File: src/rtl/wishbone_copy_master.sv
// -----------------------------------------------------------------------------
// wishbone_copy_master
//
// Wishbone classic-cycle initiator that copies a block of words from a source
// address range to a destination address range. Each word is read into a
// holding register and then written back out. Every acknowledged access is
// followed by one idle cycle with the strobe low. That idle cycle lets a
// responder with a registered ack see the strobe drop before the next request
// begins, so it never acks the same access twice.
//
// Optional feature (macro WISHBONE_COPY_TIMEOUT_EN):
//   Defined   - a bus request that sees no ack_i within TIMEOUT_CYCLES cycles
//               is abandoned. err_o is set and the copy ends through DONE.
//   Undefined - the master waits indefinitely for ack_i and err_o is tied 0.
//
// Ports:
//   clk_i      system clock, rising edge
//   rst_ni     asynchronous active-low reset
//   start_i    copy request, sampled only when idle
//   src_adr_i  first source word address (latched on accepted start)
//   dst_adr_i  first destination word address (latched on accepted start)
//   len_i      number of words to copy (latched on accepted start)
//   busy_o     copy in progress
//   done_o     one-cycle completion pulse (normal, zero-length or error)
//   err_o      sticky timeout flag, cleared by the next accepted start
//   adr_o, dat_o, dat_i, we_o, sel_o, stb_o, cyc_o, ack_i, cti_o
//              Wishbone classic initiator signals
// -----------------------------------------------------------------------------
module wishbone_copy_master #(
  parameter int ADDRESS_WIDTH  = 16,
  parameter int DATA_WIDTH     = 8,
  parameter int DATA_BYTES     = 1,
  parameter int LEN_WIDTH      = 16,
  parameter int TIMEOUT_CYCLES = 15
) (
  input  logic                     clk_i,
  input  logic                     rst_ni,
  input  logic                     start_i,
  input  logic [ADDRESS_WIDTH-1:0] src_adr_i,
  input  logic [ADDRESS_WIDTH-1:0] dst_adr_i,
  input  logic [LEN_WIDTH-1:0]     len_i,
  output logic                     busy_o,
  output logic                     done_o,
  output logic                     err_o,
  output logic [ADDRESS_WIDTH-1:0] adr_o,
  output logic [DATA_WIDTH-1:0]    dat_o,
  input  logic [DATA_WIDTH-1:0]    dat_i,
  output logic                     we_o,
  output logic [DATA_BYTES-1:0]    sel_o,
  output logic                     stb_o,
  output logic                     cyc_o,
  input  logic                     ack_i,
  output logic [2:0]               cti_o
);

  typedef enum logic [2:0] {
    IDLE   = 3'd0,
    RD_REQ = 3'd1,
    RD_GAP = 3'd2,
    WR_REQ = 3'd3,
    WR_GAP = 3'd4,
    DONE   = 3'd5
  } state_t;

  state_t                   state_reg, state_next;
  logic [ADDRESS_WIDTH-1:0] src_reg, src_next;
  logic [ADDRESS_WIDTH-1:0] dst_reg, dst_next;
  logic [ADDRESS_WIDTH-1:0] adr_reg, adr_next;
  logic [LEN_WIDTH-1:0]     len_reg, len_next;
  logic [LEN_WIDTH-1:0]     count_reg, count_next;
  logic [DATA_WIDTH-1:0]    hold_reg, hold_next;
  logic [DATA_WIDTH-1:0]    dat_reg, dat_next;
  logic                     stb_reg, stb_next;
  logic                     we_reg, we_next;
  logic                     busy_reg, busy_next;
  logic                     done_reg, done_next;

`ifdef WISHBONE_COPY_TIMEOUT_EN
  localparam int TW = (TIMEOUT_CYCLES < 2) ? 1 : $clog2(TIMEOUT_CYCLES);
  localparam logic [TW-1:0] TMO_LAST = TW'(TIMEOUT_CYCLES - 1);

  logic [TW-1:0] tmo_reg, tmo_next;
  logic          err_reg, err_next;
  logic          tmo_hit;
  logic          abort;
`else
  localparam int timeout_unused = TIMEOUT_CYCLES;
`endif

  // ---------------------------------------------------------------------------
  // State and output registers
  // ---------------------------------------------------------------------------
  always_ff @(posedge clk_i or negedge rst_ni) begin
    if (!rst_ni) begin
      state_reg <= IDLE;
      src_reg   <= '0;
      dst_reg   <= '0;
      adr_reg   <= '0;
      len_reg   <= '0;
      count_reg <= '0;
      hold_reg  <= '0;
      dat_reg   <= '0;
      stb_reg   <= 1'b0;
      we_reg    <= 1'b0;
      busy_reg  <= 1'b0;
      done_reg  <= 1'b0;
`ifdef WISHBONE_COPY_TIMEOUT_EN
      tmo_reg   <= '0;
      err_reg   <= 1'b0;
`endif
    end else begin
      state_reg <= state_next;
      src_reg   <= src_next;
      dst_reg   <= dst_next;
      adr_reg   <= adr_next;
      len_reg   <= len_next;
      count_reg <= count_next;
      hold_reg  <= hold_next;
      dat_reg   <= dat_next;
      stb_reg   <= stb_next;
      we_reg    <= we_next;
      busy_reg  <= busy_next;
      done_reg  <= done_next;
`ifdef WISHBONE_COPY_TIMEOUT_EN
      tmo_reg   <= tmo_next;
      err_reg   <= err_next;
`endif
    end
  end

  // ---------------------------------------------------------------------------
  // Next-state and next-output logic. The bus outputs are computed one cycle
  // ahead so that every port comes straight from a flop.
  // ---------------------------------------------------------------------------
  always_comb begin
    state_next = state_reg;
    src_next   = src_reg;
    dst_next   = dst_reg;
    adr_next   = adr_reg;
    len_next   = len_reg;
    count_next = count_reg;
    hold_next  = hold_reg;
    dat_next   = dat_reg;
    stb_next   = stb_reg;
    we_next    = we_reg;
    busy_next  = busy_reg;
    done_next  = 1'b0;
`ifdef WISHBONE_COPY_TIMEOUT_EN
    err_next   = err_reg;
    // The counter restarts from zero whenever it is not explicitly advanced.
    // This resets it on entry to each request state.
    tmo_next   = '0;
    tmo_hit    = (tmo_reg == TMO_LAST);
    abort      = 1'b0;
`endif

    unique case (state_reg)
      IDLE: begin
        if (start_i) begin
          src_next   = src_adr_i;
          dst_next   = dst_adr_i;
          len_next   = len_i;
          count_next = '0;
`ifdef WISHBONE_COPY_TIMEOUT_EN
          err_next   = 1'b0;
`endif
          if (len_i == '0) begin
            state_next = DONE;
            done_next  = 1'b1;
          end else begin
            state_next = RD_REQ;
            busy_next  = 1'b1;
            stb_next   = 1'b1;
            we_next    = 1'b0;
            adr_next   = src_adr_i;
          end
        end
      end

      RD_REQ: begin
        if (ack_i) begin
          hold_next  = dat_i;
          stb_next   = 1'b0;
          state_next = RD_GAP;
        end
`ifdef WISHBONE_COPY_TIMEOUT_EN
        else if (tmo_hit) begin
          abort = 1'b1;
        end else begin
          tmo_next = tmo_reg + TW'(1);
        end
`endif
      end

      // A stale registered ack may still be high here. It is ignored because
      // this state always advances.
      RD_GAP: begin
        state_next = WR_REQ;
        stb_next   = 1'b1;
        we_next    = 1'b1;
        adr_next   = dst_reg + ADDRESS_WIDTH'(count_reg);
        dat_next   = hold_reg;
      end

      WR_REQ: begin
        if (ack_i) begin
          stb_next   = 1'b0;
          we_next    = 1'b0;
          count_next = count_reg + LEN_WIDTH'(1);
          state_next = WR_GAP;
        end
`ifdef WISHBONE_COPY_TIMEOUT_EN
        else if (tmo_hit) begin
          abort = 1'b1;
        end else begin
          tmo_next = tmo_reg + TW'(1);
        end
`endif
      end

      // The counter was already advanced on the write ack. It therefore names
      // the next word, and it equals len once the last word is written.
      WR_GAP: begin
        if (count_reg == len_reg) begin
          state_next = DONE;
          busy_next  = 1'b0;
          done_next  = 1'b1;
        end else begin
          state_next = RD_REQ;
          stb_next   = 1'b1;
          we_next    = 1'b0;
          adr_next   = src_reg + ADDRESS_WIDTH'(count_reg);
        end
      end

      DONE: begin
        state_next = IDLE;
        busy_next  = 1'b0;
      end

      default: begin
        state_next = IDLE;
        stb_next   = 1'b0;
        we_next    = 1'b0;
        busy_next  = 1'b0;
      end
    endcase

`ifdef WISHBONE_COPY_TIMEOUT_EN
    // Abandon the copy. The remaining words are skipped and completion is
    // still signalled through DONE.
    if (abort) begin
      stb_next   = 1'b0;
      we_next    = 1'b0;
      busy_next  = 1'b0;
      err_next   = 1'b1;
      done_next  = 1'b1;
      state_next = DONE;
    end
`endif
  end

  // ---------------------------------------------------------------------------
  // Output ports
  // ---------------------------------------------------------------------------
  assign busy_o = busy_reg;
  assign done_o = done_reg;
  assign adr_o  = adr_reg;
  assign dat_o  = dat_reg;
  assign we_o   = we_reg;
  assign stb_o  = stb_reg;
  assign cyc_o  = stb_reg;
  assign cti_o  = 3'b000;

`ifdef WISHBONE_COPY_TIMEOUT_EN
  assign err_o  = err_reg;
`else
  assign err_o  = 1'b0;
`endif

  // Every byte lane is selected exactly while the strobe is up.
  for (genvar gi = 0; gi < DATA_BYTES; gi++) begin : g_sel
    assign sel_o[gi] = stb_reg;
  end

endmodule

File: config.mk
export PLATFORM = sky130hd
export DESIGN_NAME = wishbone_copy_master
export DESIGN_NICKNAME = d
export VERILOG_FILES = /design/src/rtl/wishbone_copy_master.sv
export SDC_FILE = /design/constraint.sdc
export NUM_CORES = 1
export LEC_CHECK = 0
export ABC_AREA = 1
export CAP_MARGIN = 10
export CELL_PAD_IN_SITES_DETAIL_PLACEMENT = 1
export CELL_PAD_IN_SITES_GLOBAL_PLACEMENT = 1
export CORE_UTILIZATION = 39
export DETAILED_ROUTE_END_ITERATION = 10
export PLACE_DENSITY = 0.9
export SYNTH_ARGS = -nofsm -noshare
export SYNTH_HDL_FRONTEND = slang
export SYNTH_SLANG_ARGS = --single-unit
File: constraint.sdc
create_clock -name clk_i -period 3.5 [get_ports clk_i]
set_clock_uncertainty 0.05 [all_clocks]
set_input_delay 0.875 -clock clk_i [delete_from_list [all_inputs] [get_ports clk_i]]
set_output_delay 0.875 -clock clk_i [all_outputs]
set_load 0.05 [all_outputs]
==> results.sh, run 1 <==
# implementation run metrics
export IMPL_status="finished, final reports clean"
export IMPL_drc=0
export IMPL_die_y_um=125
export IMPL_core_area_um2=14600
export IMPL_synthDistinctLibCells=35
export IMPL_place_gp_congestion=0.826
export IMPL_maxCapViolCount=0
export IMPL_leakage_nw=3.87
export IMPL_synthFlopType="dfrtp_1"
export IMPL_cts_setup_buffers=0
export IMPL_areaGrowthSynthToFinish_pct=23.9
export IMPL_synthCells=827
export IMPL_synth_top_area_share_pct=43.9
export IMPL_vias_per_cell=5.01
export IMPL_io_pin_count=94
export IMPL_die_area_um2=15600
export IMPL_cts_resized=0
export IMPL_warnings=28
export IMPL_dp_cells=1085
export IMPL_critPathCaptureType="flip-flop"
export IMPL_synth_area_per_cell_um2=7.10
export IMPL_clk_path_buf_depth=2
export IMPL_instances_no_fill=1101
## run 1: final timing paths
| check | startpoint | endpoint | slack [ps] | cells after the start |
|---|---|---|---|---|
| min in group asynchronous | rst_ni | len_reg[10]$_DFFE_PN0P_ | 430 | 1 |
| min reg2reg | hold_reg[3]$_DFFE_PN0P_ | dat_o[3]$_DFFE_PN0P_ | 420 | 2 |
| max in group asynchronous | rst_ni | src_reg[14]$_DFFE_PN0P_ | 2200 | 2 |
| max | state_reg[1]$_DFFE_PN0P_ | adr_o[14]$_DFFE_PN0P_ | 630 | 19 |
| min | hold_reg[3]$_DFFE_PN0P_ | dat_o[3]$_DFFE_PN0P_ | 420 | 2 |
| max reg2reg | state_reg[1]$_DFFE_PN0P_ | adr_o[14]$_DFFE_PN0P_ | 630 | 19 |
## run 1: cell type report
| type | count | area share [%] |
|---|---|---|
| clock inverters | 5 | 1.17 |
| repair buffers | 96 | 13.1 |
| multi-input cells | 601 | 38.4 |
| clock buffers | 11 | 3.47 |
| well taps | 184 | 3.16 |
| flip-flops and latches | 103 | 35.4 |
| inverters | 101 | 5.21 |
## run 1: cells by family after synthesis
family          Yosys count  synth area share [%]
mux                       8                  1.45
flops                   103                  43.9
xor+xnor                  8                  1.19
compound gates           80                  7.01
other cells               1                0.0639
fa+ha+maj                19                  4.18
buf+inv                 126                  8.69
simple gates            482                  33.5
## run 1: worst max-delay path: stages (launching register included)
cell	delay, ps
dfrtp_1	470
nor2_2	210
nand2_2	80
buf_4	230
nand2_1	90
nand2_1	60
ha_1	210
fa_1	400
nand2_1	130
nand2_1	80
nand3b_1	110
nand2_1	140
nand2_1	120
nand2_1	60
nand2_1	60
nand2_1	40
nand2_1	50
nand2_1	60
nand2_1	60
nand2_1	50
## run 1: layout by cell type, fill, tap and decap left out, drive strengths merged
master	netlist	final
or2	2	2
nor4	1	1
nand3b	2	2
mux2	4	4
clkdlybuf4s50	0	88
xor2	8	8
and2	1	1
bufinv	0	2
a31oi	3	3
a21boi	1	1
nor2	48	48
nand3	32	32
nand4	5	5
o21a	1	1
a21oi	26	26
inv	101	103
ha	18	18
nor3	9	9
dfrtp	103	103
nand2	382	382
clkbuf	10	11
fa	1	1
o21ai	48	48
a211oi	1	1
buf	15	8
mux2i	4	4
clkinvlp	0	1
conb	1	4
## run 1: stage by stage
step                      hold WS (ps)  area (µm²)  setup slack (ps)
after floorplan                    386        5880              1080
after global placement             397        6940               705
after detailed placement           416        6940               544
after CTS                          432        7270               646
after global routing               459        7270               366
final                              424        7270               630
## run 1: power by group through the flow
| stage | combinational, mW | clock (mW) | sequential (mW) |
|---|---|---|---|
| 2_1_floorplan | 1.81 | 0 | 2.48 |
| 3_3_place_gp | 3.12 | 0 | 2.06 |
| 3_5_place_dp | 3.26 | 0 | 2.07 |
| 4_1_cts | 3.30 | 1.17 | 2.05 |
| 5_1_grt | 3.64 | 1.21 | 2.11 |
| 6_report | 3.27 | 1.14 | 2.06 |
## run 1: routing by layer
metal	share of wire (%)	vias up	track usage [%]
li1	-	2709	-
met1	44	2691	28.1
met2	50	92	40.3
met3	4.2	28	5.33
met4	2.2	0	8.15
met5	0	-	0
Figure 1. Sequential cells grouped by signal name (run 1).
Scale bar: 20 µm.
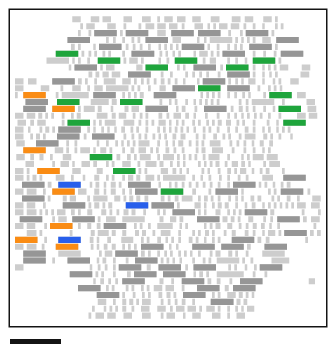
Key: blue = state_reg [flops 3]; orange = dat_o [flops 8]; green = src_reg [flops 16]
Another 76 sequential cells are not coloured.

Figure 2. Clock network drawn from the DEF (run 1).
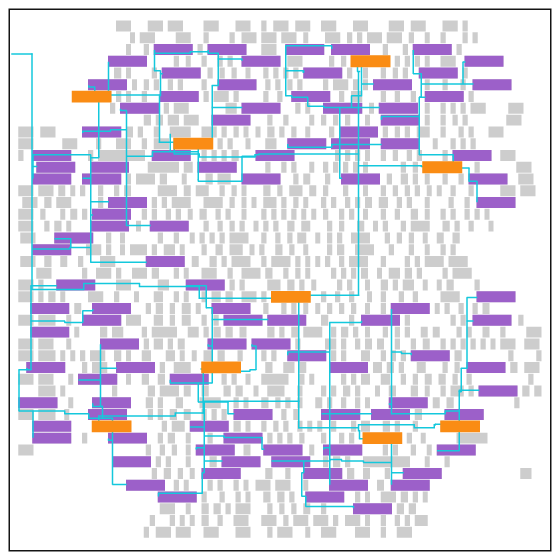
Key: orange = clock drivers [count 9]; cyan = clock wires [length 1390 µm]; purple = flip-flops [count 103]
There are 10 routed clock nets.

Figure 3. Drive-strength map (run 1).
Scale bar: 20 µm.
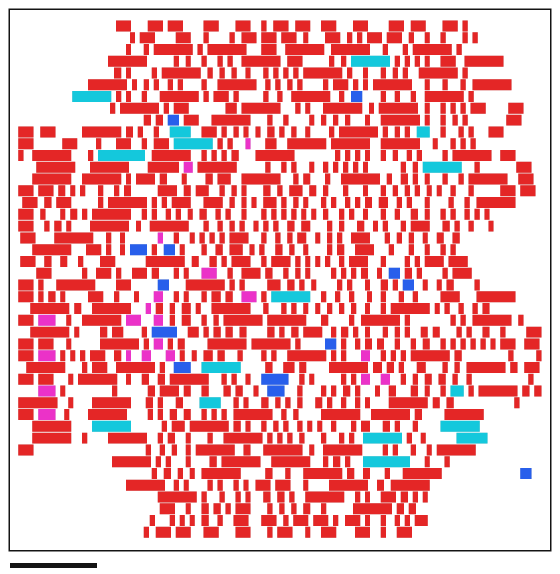
Key: cyan = _6 and larger [cells 16, share 1.7%, most used clkbuf_16]; red = _0 and _1 cells [cells 868, share 95%, most used nand2_1]; blue = _3 and _4 cells [cells 13, share 1.4%, most used buf_4]; magenta = _2 cells [cells 20, share 2.2%, most used nor2_2]

==> run 2, diff against run 1 <==
Clock period 3.5 ns to 2.75 ns, I/O delays scaled along.
Figure 4. Clock network drawn from the DEF (run 2).
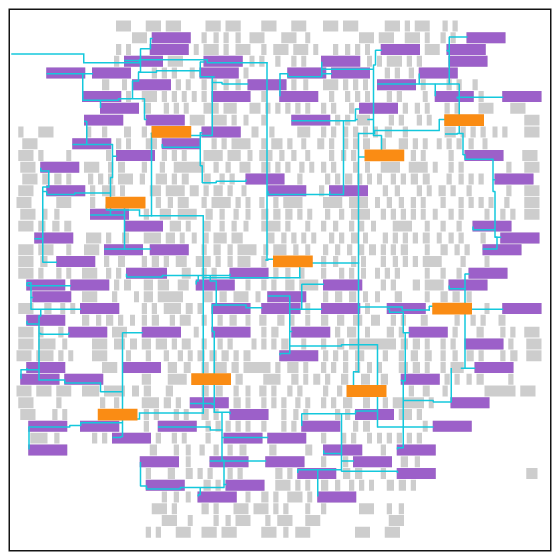
Key: orange = clock drivers [count 9]; purple = flip-flops [count 103]; cyan = clock wires [length 1440 µm]
There are 10 routed clock nets.

Figure 5. Clock routing (run 2).
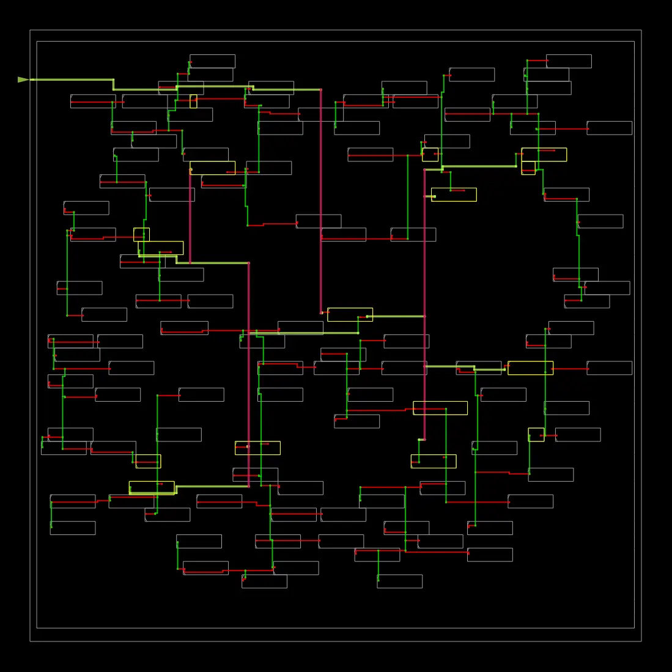
P_clk: 1.36 mW
Late-Pin Clk Latency: 360 ps
flop count: 103
clock buffers: 11

==> results.sh, run 2 <==
# implementation run metrics
export IMPL_drc=0
export IMPL_leakage_nw=3.90
export IMPL_numPortBuffers=89
export IMPL_lay_top_count="nand2_1"
export IMPL_vias_per_cell=5.02
export IMPL_required_ps=3000
export IMPL_utilization_pct=50.2
export IMPL_io_pin_count=94
export IMPL_fin_area_um2=7330
export IMPL_power_density_nw_per_um2=1120
export IMPL_die_area_um2=15600
export IMPL_core_area_um2=14600
export IMPL_critPathCaptureType="flip-flop"
export IMPL_grt_total_usage_pct=23.6
export IMPL_finalWorstSetupSlack_ps=151
export IMPL_adder_share_pct=4.18
export IMPL_synthDistinctLibCells=35
export IMPL_simple_gate_share_pct=33.5
export IMPL_place_gp_congestion=0.844
export IMPL_muxShareOfSynthArea_pct=1.45
export IMPL_instances_no_fill=1108
export IMPL_synth_area_per_cell_um2=7.10
export IMPL_yosys_stat_seqShare_pct=43.9
export IMPL_synthFlopType="dfrtp_1"
export IMPL_final_cell_mix="nand2_1, dfrtp_1, inv_1, clkdlybuf4s50_1, nor2_1"
export IMPL_clk_path_buf_depth=2
export IMPL_synthTopLogicFamily="simple AND/OR/NAND/NOR gates"
export IMPL_warnings=28
export IMPL_synthCells=827
export IMPL_dp_slack_ps=93.7
export IMPL_ys_sh_xor_pct=1.19
export IMPL_synth_top_area_share_pct=43.9
export IMPL_areaGrowthSynthToFinish_pct=24.7
export IMPL_status="finished, final reports clean"
export IMPL_die_y_um=125
export IMPL_placed_cell_area_um2=6990
export IMPL_compound_area_share_pct=7.01
export IMPL_maxCapViolCount=0
export IMPL_grt_overflow=0
export IMPL_dp_cells=1091
[run 2: final timing paths]
path,start,to,slack (ps),cells past startpoint
max in group asynchronous,rst_ni,adr_o[5]$_DFFE_PN0P_,1860,2
min reg2reg,hold_reg[0]$_DFFE_PN0P_,dat_o[0]$_DFFE_PN0P_,430,2
max,state_reg[0]$_DFFE_PN0P_,adr_o[5]$_DFFE_PN0P_,150,15
min in group clk_i,hold_reg[0]$_DFFE_PN0P_,dat_o[0]$_DFFE_PN0P_,430,2
max reg2reg,state_reg[0]$_DFFE_PN0P_,adr_o[5]$_DFFE_PN0P_,150,15
min,rst_ni,len_reg[10]$_DFFE_PN0P_,210,1
[run 2: where the power goes]
group          internal [mW]  switching [mW]  total (mW)
Sequential              2.16           0.442        2.60
Clock                  0.740           0.617        1.36
Combinational           1.44            2.84        4.28
Total                   4.34            3.90        8.24
[run 2: cells by family (layout without fill, tap and decap cells)]
logic type,after synthesis,in the layout
xor gates and xnor gates,8,8
other,1,4
muxes,8,8
buffers and inverters,126,220
DFF,103,103
AOI/OAI and AO/OA,80,80
and+or+nand+nor,482,482
adders and majority gates,19,19
[run 2: stage by stage]
step | setup TNS [ps] | hold WS (ps)
2_1_floorplan | 0 | 342
3_3_place_gp | 0 | 397
3_5_place_dp | 0 | 416
4_1_cts | 0 | 220
5_1_grt | -6.25 | 238
6_report | 0 | 213
[run 2: metal layers]
metal	global-route usage, %	part of all wire, %
met1	27.7	42
met2	42.6	52
met3	4.30	3.9
met4	8.58	2.4
met5	0	0
[run 2: area by class of cell]
cell class	count	area [µm²]
multi-input cells	601	2810
clock inverters	5	63.8
flip-flops and latches	103	2580
inverters	101	382
well taps	184	230
repair buffers	103	1020
fillers	1860	7260
clock buffers	11	243
[run 2: worst max-delay path, stage by stage (launching register included)]
cell	delay [ps]
dfrtp_2	450
nor2_4	120
nand2_2	100
buf_4	200
nand2_1	80
nand2_1	60
ha_1	350
nand2_1	120
nor2_1	120
nand2_1	60
nand3_1	160
xor2_1	210
nand2_1	100
o21ai_0	160
nand2_1	110
nand2_1	80
[run 2: timing repair]
item,in CTS,in global routing
buffers inserted,0,1
endpoints found under the setup margin,0,9
gates resized,0,7
No activity file was given, so power comes from the tool's default toggle rates.
